[src/rtl/uart_tx_fifo_if.sv]
// rtl/uart_tx_fifo_if.sv - transmit word stream between the register-map controller and the UART
interface uart_tx_fifo_if #(
  parameter int DATA_WIDTH = 8
);
  logic [DATA_WIDTH-1:0] s_data_i;
  logic                  s_valid_i;
  logic                  s_ready_o;

  modport master (output s_data_i, output s_valid_i, input s_ready_o);
  modport slave  (input s_data_i, input s_valid_i, output s_ready_o);
endinterface

[src/rtl/uart_tx_fifo.sv]
// rtl/uart_tx_fifo.sv - buffered UART transmitter with configurable frame format and baud divisor
module uart_tx_fifo #(
  parameter int DATA_WIDTH = 8,
  parameter int FIFO_DEPTH = 16,
  parameter int DIV_WIDTH  = 16
) (
  input  logic                               clk_i,
  input  logic                               a_rst_i,
  uart_tx_fifo_if.slave                      s,
  input  logic                               enable_i,
  input  logic [3:0]                         data_bits_i,
  input  logic [1:0]                         parity_i,
  input  logic                               stop2_i,
  input  logic [DIV_WIDTH-1:0]               baud_div_i,
  output logic [$clog2(FIFO_DEPTH+1)-1:0]    fifo_level_o,
  output logic                               fifo_empty_o,
  output logic                               fifo_full_o,
  output logic                               busy_o,
  output logic                               frame_done_o,
  output logic                               tx_o
);
  localparam int LW = $clog2(FIFO_DEPTH + 1);
  localparam int AW = $clog2(FIFO_DEPTH);

  typedef enum logic [2:0] {IDLE, START, DATA, PARITY, STOP} state_t;

  // FIFO storage and bookkeeping
  logic [DATA_WIDTH-1:0] mem [FIFO_DEPTH];
  logic [AW-1:0]         wr_ptr, rd_ptr;
  logic [LW-1:0]         level_q, level_d;
  logic                  full_q, empty_q;
  logic                  push, pop;

  // Frame engine
  state_t                state_q, state_d;
  logic [DIV_WIDTH-1:0]  cnt_q, div_q;
  logic [3:0]            idx_q, nbits_q, n_clamp;
  logic [DATA_WIDTH-1:0] shreg_q, head, mask;
  logic                  par_en_q, par_bit_q, par_bit_d, stop2_q;
  logic                  tx_q, tx_d, done, bit_end, can_pop;

  assign push     = s.s_valid_i && !full_q;
  assign can_pop  = enable_i && !empty_q;
  assign bit_end  = (cnt_q == '0);
  assign head     = mem[rd_ptr];

  assign s.s_ready_o   = !full_q;
  assign fifo_level_o  = level_q;
  assign fifo_full_o   = full_q;
  assign fifo_empty_o  = empty_q;
  assign busy_o        = (state_q != IDLE);
  assign frame_done_o  = done;
  assign tx_o          = tx_q;

  // Clamp the requested word length and derive the parity bit of the word about to be popped
  always_comb begin
    if (data_bits_i < 4'd5)
      n_clamp = 4'd5;
    else if (data_bits_i > 4'(DATA_WIDTH))
      n_clamp = 4'(DATA_WIDTH);
    else
      n_clamp = data_bits_i;
    mask = '0;
    for (int i = 0; i < DATA_WIDTH; i++)
      mask[i] = (4'(i) < n_clamp);
    case (parity_i)
      2'b01:   par_bit_d = ^(head & mask);
      2'b10:   par_bit_d = ~^(head & mask);
      2'b11:   par_bit_d = 1'b1;
      default: par_bit_d = 1'b0;
    endcase
  end

  // Level arithmetic: simultaneous push and pop leaves the count unchanged
  always_comb begin
    level_d = level_q;
    case ({push, pop})
      2'b10:   level_d = level_q + 1'b1;
      2'b01:   level_d = level_q - 1'b1;
      default: level_d = level_q;
    endcase
  end

  // FIFO pointers and registered level/flags
  always_ff @(posedge clk_i or posedge a_rst_i) begin
    if (a_rst_i) begin
      wr_ptr  <= '0;
      rd_ptr  <= '0;
      level_q <= '0;
      full_q  <= 1'b0;
      empty_q <= 1'b1;
    end else begin
      if (push) wr_ptr <= wr_ptr + 1'b1;
      if (pop)  rd_ptr <= rd_ptr + 1'b1;
      level_q <= level_d;
      full_q  <= (level_d == LW'(FIFO_DEPTH));
      empty_q <= (level_d == '0);
    end
  end

  // FIFO word storage; contents need no reset
  always_ff @(posedge clk_i) begin
    if (push) mem[wr_ptr] <= s.s_data_i;
  end

  // Frame state register
  always_ff @(posedge clk_i or posedge a_rst_i) begin
    if (a_rst_i) state_q <= IDLE;
    else         state_q <= state_d;
  end

  // Next-state, pop decision, frame-done pulse and serial bit selection
  always_comb begin
    state_d = state_q;
    pop     = 1'b0;
    done    = 1'b0;
    tx_d    = 1'b1;
    case (state_q)
      IDLE: begin
        if (can_pop) begin
          pop     = 1'b1;
          state_d = START;
        end
      end
      START: begin
        tx_d = 1'b0;
        if (bit_end) state_d = DATA;
      end
      DATA: begin
        tx_d = shreg_q[0];
        if (bit_end && idx_q == nbits_q - 4'd1)
          state_d = par_en_q ? PARITY : STOP;
      end
      PARITY: begin
        tx_d = par_bit_q;
        if (bit_end) state_d = STOP;
      end
      STOP: begin
        tx_d = 1'b1;
        if (bit_end && idx_q == (stop2_q ? 4'd1 : 4'd0)) begin
          done = 1'b1;
          if (can_pop) begin
            pop     = 1'b1;
            state_d = START;
          end else begin
            state_d = IDLE;
          end
        end
      end
      default: state_d = IDLE;
    endcase
  end

  // Bit timer, bit index, shift register and configuration latched at pop
  always_ff @(posedge clk_i or posedge a_rst_i) begin
    if (a_rst_i) begin
      cnt_q     <= '0;
      div_q     <= '0;
      idx_q     <= '0;
      nbits_q   <= 4'd5;
      shreg_q   <= '0;
      par_en_q  <= 1'b0;
      par_bit_q <= 1'b0;
      stop2_q   <= 1'b0;
    end else if (pop) begin
      cnt_q     <= baud_div_i;
      div_q     <= baud_div_i;
      idx_q     <= '0;
      nbits_q   <= n_clamp;
      shreg_q   <= head;
      par_en_q  <= (parity_i != 2'b00);
      par_bit_q <= par_bit_d;
      stop2_q   <= stop2_i;
    end else if (state_q != IDLE) begin
      if (bit_end) begin
        cnt_q <= div_q;
        idx_q <= (state_d != state_q) ? 4'd0 : idx_q + 4'd1;
        if (state_q == DATA) shreg_q <= shreg_q >> 1;
      end else begin
        cnt_q <= cnt_q - 1'b1;
      end
    end
  end

  // Registered serial output, forced idle-high by reset
  always_ff @(posedge clk_i or posedge a_rst_i) begin
    if (a_rst_i) tx_q <= 1'b1;
    else         tx_q <= tx_d;
  end
endmodule

[src/flat_wrapper.sv]
// flat-port wrapper written by rule: the top's interface ports become plain ports
module uart_tx_fifo_flat 
#(
  parameter int DATA_WIDTH = 8,
  parameter int FIFO_DEPTH = 16,
  parameter int DIV_WIDTH  = 16
)
  (clk_i, a_rst_i, enable_i, data_bits_i, parity_i, stop2_i, baud_div_i, fifo_level_o, fifo_empty_o, fifo_full_o, busy_o, frame_done_o, tx_o, s_s_data_i, s_s_valid_i, s_s_ready_o);
  uart_tx_fifo_if #(.DATA_WIDTH(DATA_WIDTH)) s_i ();
  input  logic clk_i;
  input  logic a_rst_i;
  input  logic enable_i;
  input  logic [3:0] data_bits_i;
  input  logic [1:0] parity_i;
  input  logic stop2_i;
  input  logic [DIV_WIDTH-1:0] baud_div_i;
  output logic [$clog2(FIFO_DEPTH+1)-1:0] fifo_level_o;
  output logic fifo_empty_o;
  output logic fifo_full_o;
  output logic busy_o;
  output logic frame_done_o;
  output logic tx_o;
  input wire logic [$bits(s_i.s_data_i)-1:0] s_s_data_i;
  input wire logic [$bits(s_i.s_valid_i)-1:0] s_s_valid_i;
  output wire logic [$bits(s_i.s_ready_o)-1:0] s_s_ready_o;
  assign s_i.s_data_i = s_s_data_i;
  assign s_i.s_valid_i = s_s_valid_i;
  assign s_s_ready_o = s_i.s_ready_o;
  uart_tx_fifo #(.DATA_WIDTH(DATA_WIDTH), .FIFO_DEPTH(FIFO_DEPTH), .DIV_WIDTH(DIV_WIDTH)) u_core (.clk_i(clk_i), .a_rst_i(a_rst_i), .s(s_i), .enable_i(enable_i), .data_bits_i(data_bits_i), .parity_i(parity_i), .stop2_i(stop2_i), .baud_div_i(baud_div_i), .fifo_level_o(fifo_level_o), .fifo_empty_o(fifo_empty_o), .fifo_full_o(fifo_full_o), .busy_o(busy_o), .frame_done_o(frame_done_o), .tx_o(tx_o));
endmodule
[config.mk]
export PLATFORM = sky130hd
export DESIGN_NAME = uart_tx_fifo_flat
export DESIGN_NICKNAME = d
export VERILOG_FILES = /design/src/rtl/uart_tx_fifo_if.sv /design/src/rtl/uart_tx_fifo.sv /design/src/flat_wrapper.sv
export SDC_FILE = /design/constraint.sdc
export NUM_CORES = 1
export LEC_CHECK = 0
export ABC_AREA = 1
export CORE_UTILIZATION = 35
export DETAILED_ROUTE_END_ITERATION = 8
export GPL_TIMING_DRIVEN = 0
export PLACE_DENSITY = 0.48
export SETUP_SLACK_MARGIN = 0.5
export SLEW_MARGIN = 15
export SYNTH_ARGS = -nofsm -noshare
export SYNTH_HDL_FRONTEND = slang
export SYNTH_SLANG_ARGS = --single-unit
[constraint.sdc]
create_clock -name clk_i -period 3.6 [get_ports clk_i]
set_clock_uncertainty 0.15 [all_clocks]
set_input_delay 0.9 -clock clk_i [delete_from_list [all_inputs] [get_ports clk_i]]
set_output_delay 0.9 -clock clk_i [all_outputs]
set_load 0.1 [all_outputs]
Fig. 1: M1 wires
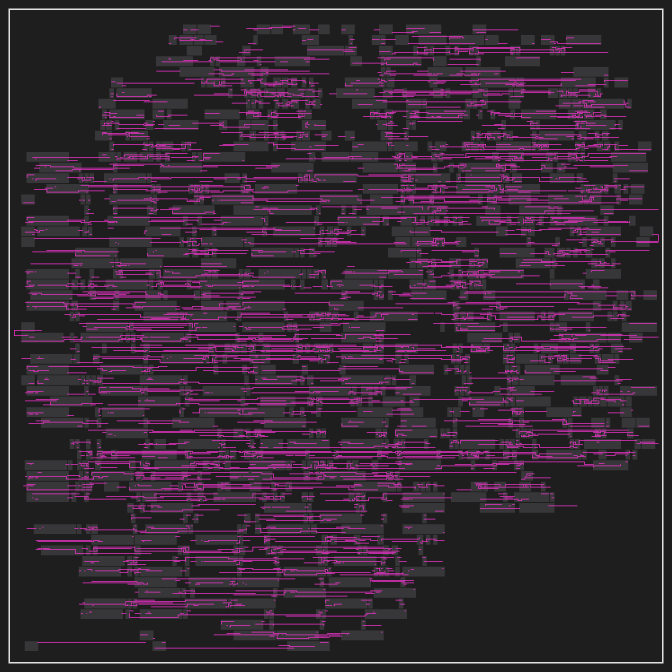
nets with wire on the layer: 1049
share of all routed wire: 47%
routed via count: 7087
GR Util met1: 0.264
Routed WL: 25900 um

Fig. 2: metal 2
Bar = 50 um.
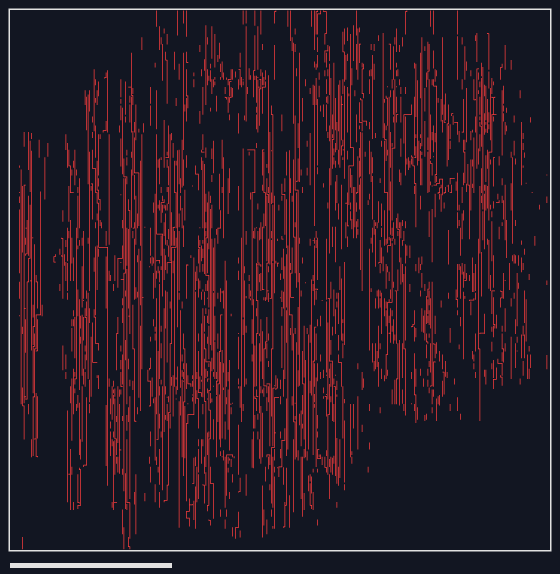
share of all routed wire: 48%
wire length on this layer: 12400 um
nets with wire on the layer: 870
main direction: vertical
longest straight run: 73.6 um
GRT met2 Usage: 0.324

Fig. 3: M3 wires
Bar = 50 um.
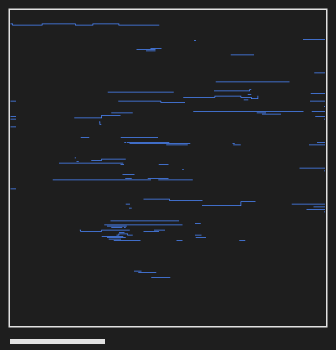
main direction: horizontal
share of all routed wire: 4.0%
nets with wire on the layer: 67
longest straight run: 58.0 um

layout by cell type (no fill, tap or decap), types with 3 or more instances in the layout:
master and count:
clkinv_8 8, nand2_1 317, nand3_1 104, xnor2_1 6, buf_2 17, nand4_1 6, xor2_1 15, nor2_1 61
dfrtp_1 64, ha_1 8, o21ai_0 28, clkdlybuf4s50_1 36, nor2_4 4, buf_4 9, nor3_1 5, dlygate4sd2_1 5
a31oi_1 11, a21oi_1 7, nand3_2 4, edfxtp_1 128, nand2_2 6, o221ai_1 10, buf_6 5, nand3_4 4
clkinv_1 3, o21ai_1 6, inv_6 3, inv_1 128, o211ai_1 12, clkbuf_16 17, buf_12 3, clkbuf_1 9
nor2_2 7, inv_2 9, dfstp_2 4
==> run notes <==
flow finished, numbers: status=finished clean, final tally of max-slew violations=0, hold bufs inserted after CTS=0, Max clock buf depth=2, CTS tree=done, max layer used=met4, Synth Warn #=0, Final Hold Fails=0, met1 WL=12200 um, drt wl/cell=18.0 um, n_taps=335, Post-synth mux share=0, Sequential Power Share=0.374, Hold Crit Class=flip-flop to flip-flop, number of placed I/O pins=46, Worst IR Drop VDD=313 uV, worst slack, placed=-0.474 ns, RSZ-0062 raised after global routing=yes, post-CTS setup buffers=3, logic share of the area=0.289, Clk power=2000 uW, Final Total Pwr=8380 uW, CTS clk-pin slew, worst paths=0.08 ns, worst r2r dst=u_core.fifo_empty_o, die width=167 um, Fin Setup TNS=0 ns, launching point of the worst reg2reg path=u_core.cnt_q[0], CP max-delay cell=dfrtp_1, Met2 Wirelength=12400 um, flip-flops with a built-in enable=128, Worst path depth=7, core area=26400 um^2, startpoint types=flip-flop, Final Cell Area=11200 um^2, filler cell count=2647, most frequent CP cell=nand3_4, met3 usage in global routing=0.0364, first-pass GRT wire length=40600 um, max reg flops=128, H-tree lvl count=4, vias in the first global route=6941, DRC Markers=0, hold depth=2, global routing's busiest layer=met2, Comb power=3250 uW, Adders+Majority by Area=0.0132, CP Max Fanout=3, tool warnings=31, Post-DP Area=10400 um^2, # setup viols final=0, Max Cap Viol=0, initial antenna violation count=0, post-synthesis simple-gate area fraction=0.244, Pre-Place Util=0.361, CTS resizes=29, sw frac=0.421, hold endpoint=u_core.div_q[1], Mapped Cells=1022, Dominant comb cell=simple AND/OR/NAND/NOR gates, ANT cells=0, Iteration-0 DRC Markers=465, clk sinks=198, share of cells above drive strength 1=0.113, fin nets=1137, end point of the critical path=frame_done_o, NetSw=3530 uW, Top cells by area=edfxtp_1 40%, dfrtp_1 17%, nand2_1 13%, worst setup path startpoint=u_core.cnt_q[0], synth-to-layout area growth=17.8%, clk latency late pin=0.45 ns, Routed Antenna Nets=0, Pint=4850 uW
Power figures rest on the tool's default switching activity, not on a simulated workload.
